## src/rtl/wireless_config_tx_if.sv

```systemverilog
// ---------------------------------------------------------------------------
// wireless_config_tx_if
//
// Purpose:
//   Bundles the byte-stream handshake, the session control/status signals and
//   the two wires that go to the wireless module (serial RX line and SET pin)
//   for the configuration transmitter.
//
// Signals:
//   start        : single-cycle request to open a configuration session
//   in_data[7:0] : byte to transmit
//   in_valid     : in_data / in_last are valid
//   in_last      : marks the final byte of the session
//   in_ready     : transmitter accepts a byte this cycle
//   busy         : session in progress
//   done         : one-cycle pulse when a session completes
//   wireless_rx  : serial line into the module, idles high
//   wireless_set : module SET pin, 0 = command mode, 1 = normal
//
// Modports:
//   master : the byte source / sequencer side
//   slave  : the transmitter itself
// ---------------------------------------------------------------------------
interface wireless_config_tx_if;

  logic       start;
  logic [7:0] in_data;
  logic       in_valid;
  logic       in_last;
  logic       in_ready;
  logic       busy;
  logic       done;
  logic       wireless_rx;
  logic       wireless_set;

  modport master (
    output start,
    output in_data,
    output in_valid,
    output in_last,
    input  in_ready,
    input  busy,
    input  done,
    input  wireless_rx,
    input  wireless_set
  );

  modport slave (
    input  start,
    input  in_data,
    input  in_valid,
    input  in_last,
    output in_ready,
    output busy,
    output done,
    output wireless_rx,
    output wireless_set
  );

endinterface

```

## src/rtl/wireless_config_tx.sv

```systemverilog
// ---------------------------------------------------------------------------
// wireless_config_tx
//
// Purpose:
//   UART (8N1) transmitter that configures the wireless sensor module. A
//   session pulls the module SET pin low (command mode), waits for the module
//   to settle, streams bytes from a source on the wireless RX line, waits for
//   the module to digest the last command and finally releases SET again
//   (transparent mode), pulsing done.
//
// Parameters:
//   CLK_FREQ      : input clock frequency in Hz
//   BAUD          : serial bit rate; BAUD_DIV = CLK_FREQ / BAUD must be >= 2
//   SETTLE_CYCLES : cycles SET is held low before the first byte (0 = 1 cycle)
//   EXIT_CYCLES   : cycles SET stays low after the last stop bit (0 = 1 cycle)
//
// Ports:
//   clk    : system clock
//   rst    : asynchronous, active-high reset
//   io_bus : wireless_config_tx_if.slave
//            start, in_data, in_valid, in_last   (inputs)
//            in_ready, busy, done,
//            wireless_rx, wireless_set           (outputs)
//
// All outputs are registered except in_ready, which is decoded from state.
// ---------------------------------------------------------------------------
module wireless_config_tx #(
  parameter int CLK_FREQ      = 100_000_000,
  parameter int BAUD          = 9600,
  parameter int SETTLE_CYCLES = 4_000_000,
  parameter int EXIT_CYCLES   = 8_000_000
) (
  input  logic                 clk,
  input  logic                 rst,
  wireless_config_tx_if.slave  io_bus
);

  localparam int BAUD_DIV = CLK_FREQ / BAUD;
  localparam int BAUD_W   = (BAUD_DIV > 1)      ? $clog2(BAUD_DIV)      : 1;
  localparam int SETTLE_W = (SETTLE_CYCLES > 1) ? $clog2(SETTLE_CYCLES) : 1;
  localparam int EXIT_W   = (EXIT_CYCLES > 1)   ? $clog2(EXIT_CYCLES)   : 1;

  // Terminal counts. A zero-length settle/exit collapses to a single cycle,
  // so the terminal value is clamped at zero.
  localparam logic [BAUD_W-1:0]   BAUD_LAST   = BAUD_W'(BAUD_DIV - 1);
  localparam logic [SETTLE_W-1:0] SETTLE_LAST =
    SETTLE_W'((SETTLE_CYCLES > 0) ? (SETTLE_CYCLES - 1) : 0);
  localparam logic [EXIT_W-1:0]   EXIT_LAST   =
    EXIT_W'((EXIT_CYCLES > 0) ? (EXIT_CYCLES - 1) : 0);

  typedef enum logic [2:0] {
    IDLE,
    SETTLE,
    FETCH,
    START,
    DATA,
    STOP,
    EXIT
  } txState_t;

  txState_t            r_state;
  txState_t            w_stateNext;

  logic [BAUD_W-1:0]   r_baudCnt;
  logic [BAUD_W-1:0]   w_baudCntNext;
  logic [SETTLE_W-1:0] r_settleCnt;
  logic [SETTLE_W-1:0] w_settleCntNext;
  logic [EXIT_W-1:0]   r_exitCnt;
  logic [EXIT_W-1:0]   w_exitCntNext;
  logic [2:0]          r_bitIdx;
  logic [2:0]          w_bitIdxNext;
  logic [7:0]          r_shift;
  logic [7:0]          w_shiftNext;
  logic                r_last;
  logic                w_lastNext;

  logic                r_rx;
  logic                w_rxNext;
  logic                r_set;
  logic                w_setNext;
  logic                r_busy;
  logic                w_busyNext;
  logic                r_done;
  logic                w_doneNext;

  logic                w_baudTick;

  // A bit period ends when the baud counter reaches BAUD_DIV-1; the counter
  // is reloaded to zero at that point so every bit lasts exactly BAUD_DIV
  // cycles and no rounding error accumulates across a frame.
  assign w_baudTick = (r_baudCnt == BAUD_LAST);

  // in_ready is the only combinational output: the source may present a byte
  // whenever the transmitter is parked waiting for the next one.
  assign io_bus.in_ready     = (r_state == FETCH);
  assign io_bus.busy         = r_busy;
  assign io_bus.done         = r_done;
  assign io_bus.wireless_rx  = r_rx;
  assign io_bus.wireless_set = r_set;

  // State and datapath registers. Reset is asynchronous so that the line and
  // SET pin return to their idle-high levels the instant rst rises, dropping
  // any half-sent frame without a done pulse.
  always_ff @(posedge clk or posedge rst) begin
    if (rst) begin
      r_state     <= IDLE;
      r_baudCnt   <= '0;
      r_settleCnt <= '0;
      r_exitCnt   <= '0;
      r_bitIdx    <= '0;
      r_shift     <= '0;
      r_last      <= 1'b0;
      r_rx        <= 1'b1;
      r_set       <= 1'b1;
      r_busy      <= 1'b0;
      r_done      <= 1'b0;
    end else begin
      r_state     <= w_stateNext;
      r_baudCnt   <= w_baudCntNext;
      r_settleCnt <= w_settleCntNext;
      r_exitCnt   <= w_exitCntNext;
      r_bitIdx    <= w_bitIdxNext;
      r_shift     <= w_shiftNext;
      r_last      <= w_lastNext;
      r_rx        <= w_rxNext;
      r_set       <= w_setNext;
      r_busy      <= w_busyNext;
      r_done      <= w_doneNext;
    end
  end

  // Next-state and next-output decode. Every registered output is computed
  // here so that it changes on the same edge as the state transition that
  // causes it (e.g. the start bit appears on the handshake edge, SET is
  // released on the final exit edge). done defaults low so it is a pulse.
  always_comb begin
    w_stateNext     = r_state;
    w_baudCntNext   = r_baudCnt;
    w_settleCntNext = r_settleCnt;
    w_exitCntNext   = r_exitCnt;
    w_bitIdxNext    = r_bitIdx;
    w_shiftNext     = r_shift;
    w_lastNext      = r_last;
    w_rxNext        = r_rx;
    w_setNext       = r_set;
    w_busyNext      = r_busy;
    w_doneNext      = 1'b0;

    case (r_state)
      IDLE: begin
        w_rxNext  = 1'b1;
        w_setNext = 1'b1;
        if (io_bus.start) begin
          w_stateNext     = SETTLE;
          w_setNext       = 1'b0;
          w_busyNext      = 1'b1;
          w_settleCntNext = '0;
        end
      end

      SETTLE: begin
        if (r_settleCnt == SETTLE_LAST) begin
          w_stateNext     = FETCH;
          w_settleCntNext = '0;
        end else begin
          w_settleCntNext = r_settleCnt + 1'b1;
        end
      end

      // Byte and last flag are captured only here, so the source is free to
      // change in_data/in_last once the handshake edge has passed.
      FETCH: begin
        w_rxNext = 1'b1;
        if (io_bus.in_valid) begin
          w_shiftNext   = io_bus.in_data;
          w_lastNext    = io_bus.in_last;
          w_rxNext      = 1'b0;
          w_baudCntNext = '0;
          w_stateNext   = START;
        end
      end

      // On leaving the start bit, bit 0 goes onto the line and the shift
      // register moves on, so the next data bit is always in r_shift[0].
      START: begin
        if (w_baudTick) begin
          w_baudCntNext = '0;
          w_bitIdxNext  = '0;
          w_rxNext      = r_shift[0];
          w_shiftNext   = {1'b0, r_shift[7:1]};
          w_stateNext   = DATA;
        end else begin
          w_baudCntNext = r_baudCnt + 1'b1;
        end
      end

      DATA: begin
        if (w_baudTick) begin
          w_baudCntNext = '0;
          if (r_bitIdx == 3'd7) begin
            w_rxNext    = 1'b1;
            w_stateNext = STOP;
          end else begin
            w_bitIdxNext = r_bitIdx + 1'b1;
            w_rxNext     = r_shift[0];
            w_shiftNext  = {1'b0, r_shift[7:1]};
          end
        end else begin
          w_baudCntNext = r_baudCnt + 1'b1;
        end
      end

      // The stop bit is BAUD_DIV cycles here; when another byte follows, the
      // single FETCH cycle stretches it to BAUD_DIV+1 on the wire.
      STOP: begin
        w_rxNext = 1'b1;
        if (w_baudTick) begin
          w_baudCntNext = '0;
          if (r_last) begin
            w_exitCntNext = '0;
            w_stateNext   = EXIT;
          end else begin
            w_stateNext = FETCH;
          end
        end else begin
          w_baudCntNext = r_baudCnt + 1'b1;
        end
      end

      // A start request arriving on the final exit edge is not seen, because
      // the state is still EXIT on that edge.
      EXIT: begin
        w_rxNext = 1'b1;
        if (r_exitCnt == EXIT_LAST) begin
          w_exitCntNext = '0;
          w_setNext     = 1'b1;
          w_busyNext    = 1'b0;
          w_doneNext    = 1'b1;
          w_stateNext   = IDLE;
        end else begin
          w_exitCntNext = r_exitCnt + 1'b1;
        end
      end

      default: begin
        w_stateNext = IDLE;
        w_rxNext    = 1'b1;
        w_setNext   = 1'b1;
        w_busyNext  = 1'b0;
      end
    endcase
  end

endmodule

```

## src/flat_wrapper.sv

```systemverilog
// flat-port wrapper written by rule: the top's interface ports become plain ports
module wireless_config_tx_flat 
#(
  parameter int CLK_FREQ      = 100_000_000,
  parameter int BAUD          = 9600,
  parameter int SETTLE_CYCLES = 4_000_000,
  parameter int EXIT_CYCLES   = 8_000_000
)
  (clk, rst, io_bus_start, io_bus_in_data, io_bus_in_valid, io_bus_in_last, io_bus_in_ready, io_bus_busy, io_bus_done, io_bus_wireless_rx, io_bus_wireless_set);
  wireless_config_tx_if io_bus_i ();
  input  logic clk;
  input  logic rst;
  input wire logic [$bits(io_bus_i.start)-1:0] io_bus_start;
  input wire logic [$bits(io_bus_i.in_data)-1:0] io_bus_in_data;
  input wire logic [$bits(io_bus_i.in_valid)-1:0] io_bus_in_valid;
  input wire logic [$bits(io_bus_i.in_last)-1:0] io_bus_in_last;
  output wire logic [$bits(io_bus_i.in_ready)-1:0] io_bus_in_ready;
  output wire logic [$bits(io_bus_i.busy)-1:0] io_bus_busy;
  output wire logic [$bits(io_bus_i.done)-1:0] io_bus_done;
  output wire logic [$bits(io_bus_i.wireless_rx)-1:0] io_bus_wireless_rx;
  output wire logic [$bits(io_bus_i.wireless_set)-1:0] io_bus_wireless_set;
  assign io_bus_i.start = io_bus_start;
  assign io_bus_i.in_data = io_bus_in_data;
  assign io_bus_i.in_valid = io_bus_in_valid;
  assign io_bus_i.in_last = io_bus_in_last;
  assign io_bus_in_ready = io_bus_i.in_ready;
  assign io_bus_busy = io_bus_i.busy;
  assign io_bus_done = io_bus_i.done;
  assign io_bus_wireless_rx = io_bus_i.wireless_rx;
  assign io_bus_wireless_set = io_bus_i.wireless_set;
  wireless_config_tx #(.CLK_FREQ(CLK_FREQ), .BAUD(BAUD), .SETTLE_CYCLES(SETTLE_CYCLES), .EXIT_CYCLES(EXIT_CYCLES)) u_core (.clk(clk), .rst(rst), .io_bus(io_bus_i));
endmodule
```

## config.mk

```make
export PLATFORM = sky130hd
export DESIGN_NAME = wireless_config_tx_flat
export DESIGN_NICKNAME = d
export VERILOG_FILES = /design/src/rtl/wireless_config_tx_if.sv /design/src/rtl/wireless_config_tx.sv /design/src/flat_wrapper.sv
export SDC_FILE = /design/constraint.sdc
export NUM_CORES = 1
export LEC_CHECK = 0
export CAP_MARGIN = 20
export CORE_MARGIN = 4
export CORE_UTILIZATION = 40
export DETAILED_ROUTE_END_ITERATION = 10
export PLACE_DENSITY = 0.53
export SYNTH_ARGS = -nofsm -noshare
export SYNTH_HDL_FRONTEND = slang
export SYNTH_SLANG_ARGS = --single-unit
```

## constraint.sdc

```tcl
create_clock -name clk -period 4.2 [get_ports clk]
set_clock_uncertainty 0.15 [all_clocks]
set_input_delay 0.84 -clock clk [delete_from_list [all_inputs] [get_ports clk]]
set_output_delay 0.84 -clock clk [all_outputs]
set_load 0.01 [all_outputs]
```

run_1/clk_routes.png
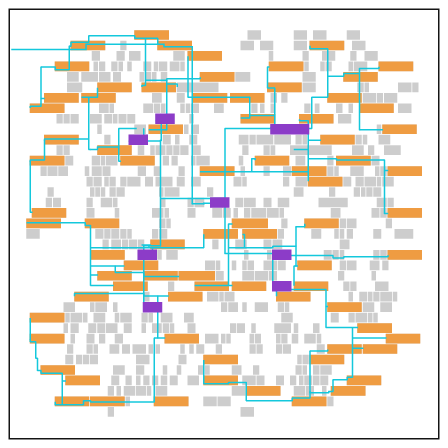
[orange] flip-flops | count: 78
[cyan] clock wires | length: 1110 µm
[purple] clock drivers | count: 9
flops lie: widely spread
routed clock nets: 10
Power Clock: 0.620 mW
Clock Latency Late Sink: 0.34 ns

run_1/sizes.png
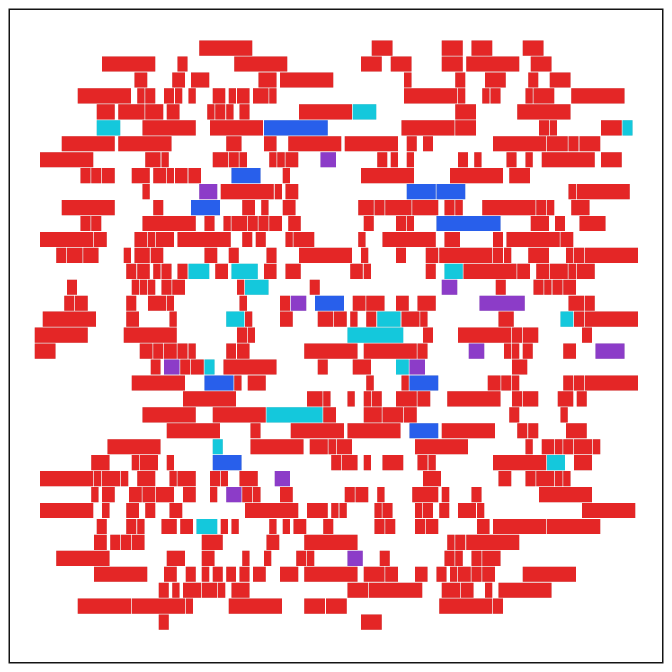
[cyan] _2 cells | cells: 17 | share: 3.4%
[blue] _6 and larger | cells: 11 | share: 2.2%
[red] _0 and _1 cells | cells: 457 | share: 92%
[purple] _3 and _4 cells | cells: 12 | share: 2.4%
Final WS setup: 1.288 ns
Design Area, Final: 4806 µm²
nonclk buf count: 25
Area growth syn-to-layout: 12.77%

run_1/clocks.png
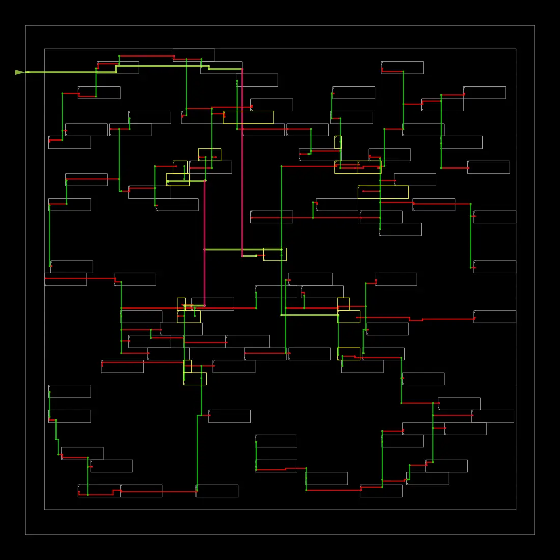
Seq cells: 78
clk sinks: 78
CLK BUF: 10

run_1/placement_by_type.png
The bar under the picture is 20 µm long.
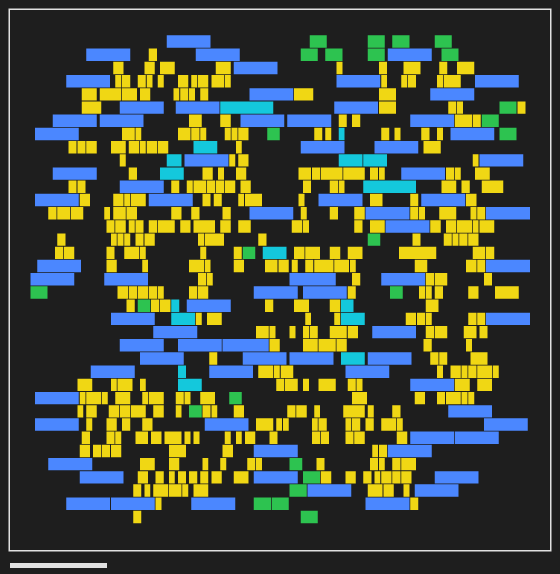
[yellow] combinational and other logic | cells: 378 | share of their area: 48%
[blue] flops | cells: 78 | share of their area: 42%
[green] other buffers and delay cells | cells: 25 | share of their area: 5.0%
[cyan] clock drivers and dummy loads | cells: 16 | share of their area: 4.6%
Final Util: 0.4634
Placeable Area: 10370 µm²

==> run 1: layer usage <==
metal / track usage / share of wire / wire, µm / vias up
li1: - / - / - / 1792
met1: 0.2371 / 0.50 / 4943 / 1753
met2: 0.2662 / 0.47 / 4702 / 38
met3: 0.03275 / 0.020 / 198 / 5
met4: 0.03406 / 0.0069 / 68 / 0
met5: 0 / 0 / 0 / -
==> run 1: cell families after synthesis <==
group,count (synthesis),synth area share
AND-OR/OR-AND,131,0.1894
flip-flops,78,0.4586
AND/OR/NAND/NOR,202,0.2460
buffers and inverters,29,0.02642
adder cells (fa/ha/maj),5,0.01468
multiplexers,15,0.03611
XOR/XNOR,14,0.02877
==> run 1: worst max-delay path: cells and delay by family, from the launching register on <==
family	cells	cell delay, ns
flops	1	0.61
buf+inv	1	0.54
simple gates	2	0.43
==> results.sh, run 1 <==
# yosys + openroad results
export IMPL_rsz0062_at_grt="no"
export IMPL_gp_congestion=0.8151
export IMPL_combPwrFrac=0.025
export IMPL_dpl_instance_area_um2=4592
export IMPL_finalClockPeriodUsage=0.6933
export IMPL_largest_reg_flops=23
export IMPL_slew_violations=0
export IMPL_cts_resized=0
export IMPL_ctsHtreeMaxLevel=3
export IMPL_place_ws_ns=1.368
export IMPL_worstPathCellList="nor2_1 > and2_1 > clkdlybuf4s50_1"
export IMPL_required_ns=3.21
export IMPL_dr_total_vias=3588
export IMPL_ys_seq_frac=0.4586
export IMPL_top_area_frac=0.4463
export IMPL_reg2reg_depth=6
export IMPL_die_h_um=111.2
export IMPL_clock_area_frac=0.04452
export IMPL_fin_cells=633
export IMPL_top_cell="dfrtp_1"
export IMPL_rrSetupSlack_ns=1.55
export IMPL_min_to="u_core.r_bitIdx[2]"
export IMPL_seq_cell_share=0.4067
export IMPL_edf_count=0
export IMPL_ys_ff=78
export IMPL_boundaryPins=18
export IMPL_dp_cells=617
export IMPL_hold_ws_ns=0.3462
export IMPL_largestRegisters="u_core.r_exitCnt: 23 flops, u_core.r_settleCnt: 22 flops, u_core.r_baudCnt: 14 flops"
export IMPL_p_seq_frac=0.536
export IMPL_synth_warnings=0
export IMPL_status="finished, final reports clean"
export IMPL_worstSetupStartpointType="register"
export IMPL_grt_pass1_wl_um=17390
export IMPL_num_rows=37
export IMPL_topCellsByArea="dfrtp_1 45%, o21ai_0 5.0%, nand2_1 4.8%, a21oi_1 3.6%, nor2_1 3.4%"
export IMPL_syn_area_um2=4262
export IMPL_worstHoldStart="u_core.r_bitIdx[2]"
export IMPL_max_vdd_ir_drop_mv=0.1647
export IMPL_cpPeakStageDelay_ns=0.61
export IMPL_yosys_cell_types_count=54
export IMPL_timing_critical_path_to="io_bus_in_ready"
run_1/layer_met1.png
Supply wires on this layer in grey.
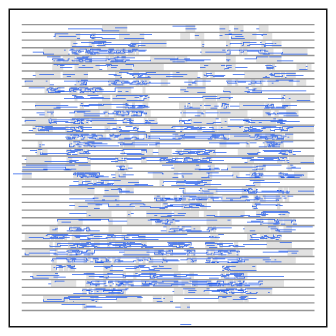

==> run 2: changes to the inputs <==
--- a/config.mk
+++ b/config.mk
@@ -9,7 +9,7 @@
 export CORE_MARGIN = 4
 export CORE_UTILIZATION = 40
 export DETAILED_ROUTE_END_ITERATION = 10
-export PLACE_DENSITY = 0.53
+export PLACE_DENSITY = 0.56
 export SYNTH_ARGS = -nofsm -noshare
 export SYNTH_HDL_FRONTEND = slang
 export SYNTH_SLANG_ARGS = --single-unit
==> constraint.sdc (replaced) <==
create_clock -name clk -period 2.5 [get_ports clk]
set_clock_uncertainty 0.15 [all_clocks]
set_input_delay 0.5 -clock clk [delete_from_list [all_inputs] [get_ports clk]]
set_output_delay 0.5 -clock clk [all_outputs]
set_load 0.01 [all_outputs]
run_2/layer_met1.png
Supply wires on this layer in grey.
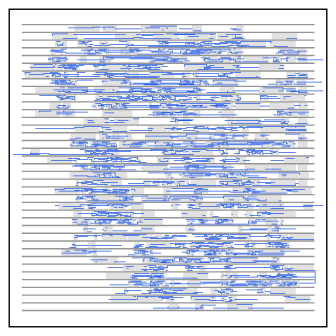
share of all routed wire: 52%
main direction: horizontal
wire length on this layer: 5310 µm
longest straight run: 31.3 µm
Routed WL: 10300 µm
met1 Use GR: 0.2484
vias: 3773

==> run 2 against run 1 <==
Against the previous run: hold slack got worse by 0.064 ns; via count rose by 5.2%; sequential share of layout area fell by 3.1 points; utilization rose by 3.9 points; clock power rose by 63%; synthesized cell count did not move; cell count rose by 6.3%; die area did not move; area after synthesis did not move; critical path depth rose by 3.
==> results.sh, run 2 <==
# yosys + openroad results
export IMPL_status="finished, final reports clean"
export IMPL_gp_congestion=0.8532
export IMPL_p_seq_frac=0.540
export IMPL_reg2reg_depth=6
export IMPL_ys_seq_frac=0.4586
export IMPL_core_area_um2=10370
export IMPL_worst_path_buf_inv=1
export IMPL_top_usage_layer="met1"
export IMPL_worstSetupStartpointType="register"
export IMPL_max_vdd_ir_drop_mv=0.2538
export IMPL_topCellsByArea="dfrtp_1 45%, o21ai_0 5.0%, nand2_1 4.8%, a21oi_1 3.6%, nor2_1 3.4%"
export IMPL_seq_cell_share=0.3756
export IMPL_largest_reg_flops=23
export IMPL_top_layer="met4"
export IMPL_met3_usage=0.02675
export IMPL_dp_cells=650
export IMPL_fin_cells=673
export IMPL_top_area_frac=0.4463
export IMPL_timing_critical_path_to="u_core.r_exitCnt[18]"
export IMPL_crit_cells=6
export IMPL_die_h_um=111.2
export IMPL_slew_violations=0
export IMPL_dpl_instance_area_um2=4867
export IMPL_area_delta_synth_final_pct=22.17
export IMPL_num_rows=37
export IMPL_worstPathCellList="or4b_4 > nor4_4 > buf_6 > a31oi_4 > or3_4 > a21oi_2"
export IMPL_cp_top_family="simple AND/OR/NAND/NOR gates"
export IMPL_finalClockPeriodUsage=0.9703
export IMPL_flops=78
export IMPL_yosys_cell_types_count=54
export IMPL_cpPeakStageDelay_ns=0.56
export IMPL_cts_resized=1
export IMPL_rrSetupSlack_ns=0.07
export IMPL_drt_met1_wl_um=5306
export IMPL_hold_ws_ns=0.2821
export IMPL_ys_ff=78
export IMPL_n_all_buffers=64
export IMPL_fin_util=0.5021
run_2/clk_routes.png
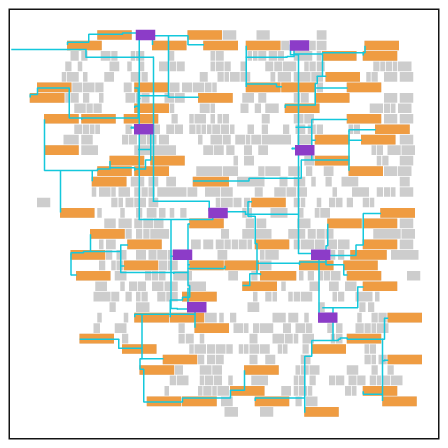
[cyan] clock wires | length: 1090 µm
[orange] flip-flops | count: 78
[purple] clock drivers | count: 9
flops lie: widely spread
routed clock nets: 10
Power Clock: 1.01 mW
Clock Latency Late Sink: 0.37 ns
Clock power frac: 0.432

==> run 2: cell counts after synthesis <==
No cell type changed its count.
==> run 2: cells by family (layout without fill, tap and decap cells) <==
logic type,count (synthesis),count (layout),share of synthesized area
adder cells (fa/ha/maj),5,5,0.01468
buffers and inverters,29,91,0.02642
flip-flops,78,78,0.4586
AND-OR/OR-AND,131,132,0.1894
multiplexers,15,15,0.03611
AND/OR/NAND/NOR,202,202,0.2460
XOR/XNOR,14,14,0.02877
==> run 2: metrics by stage <==
step                setup slack, ns   TNS [ns]  total power [mW]
floorplan                    0.1333          0             1.322
global placement             0.1078          0             1.363
detailed placement          0.04239          0             1.363
CTS                         0.01904          0             2.385
global route              -0.008282  -0.008282             2.438
finish                      0.07437          0             2.350
Power is estimated from default activity; no workload was simulated.
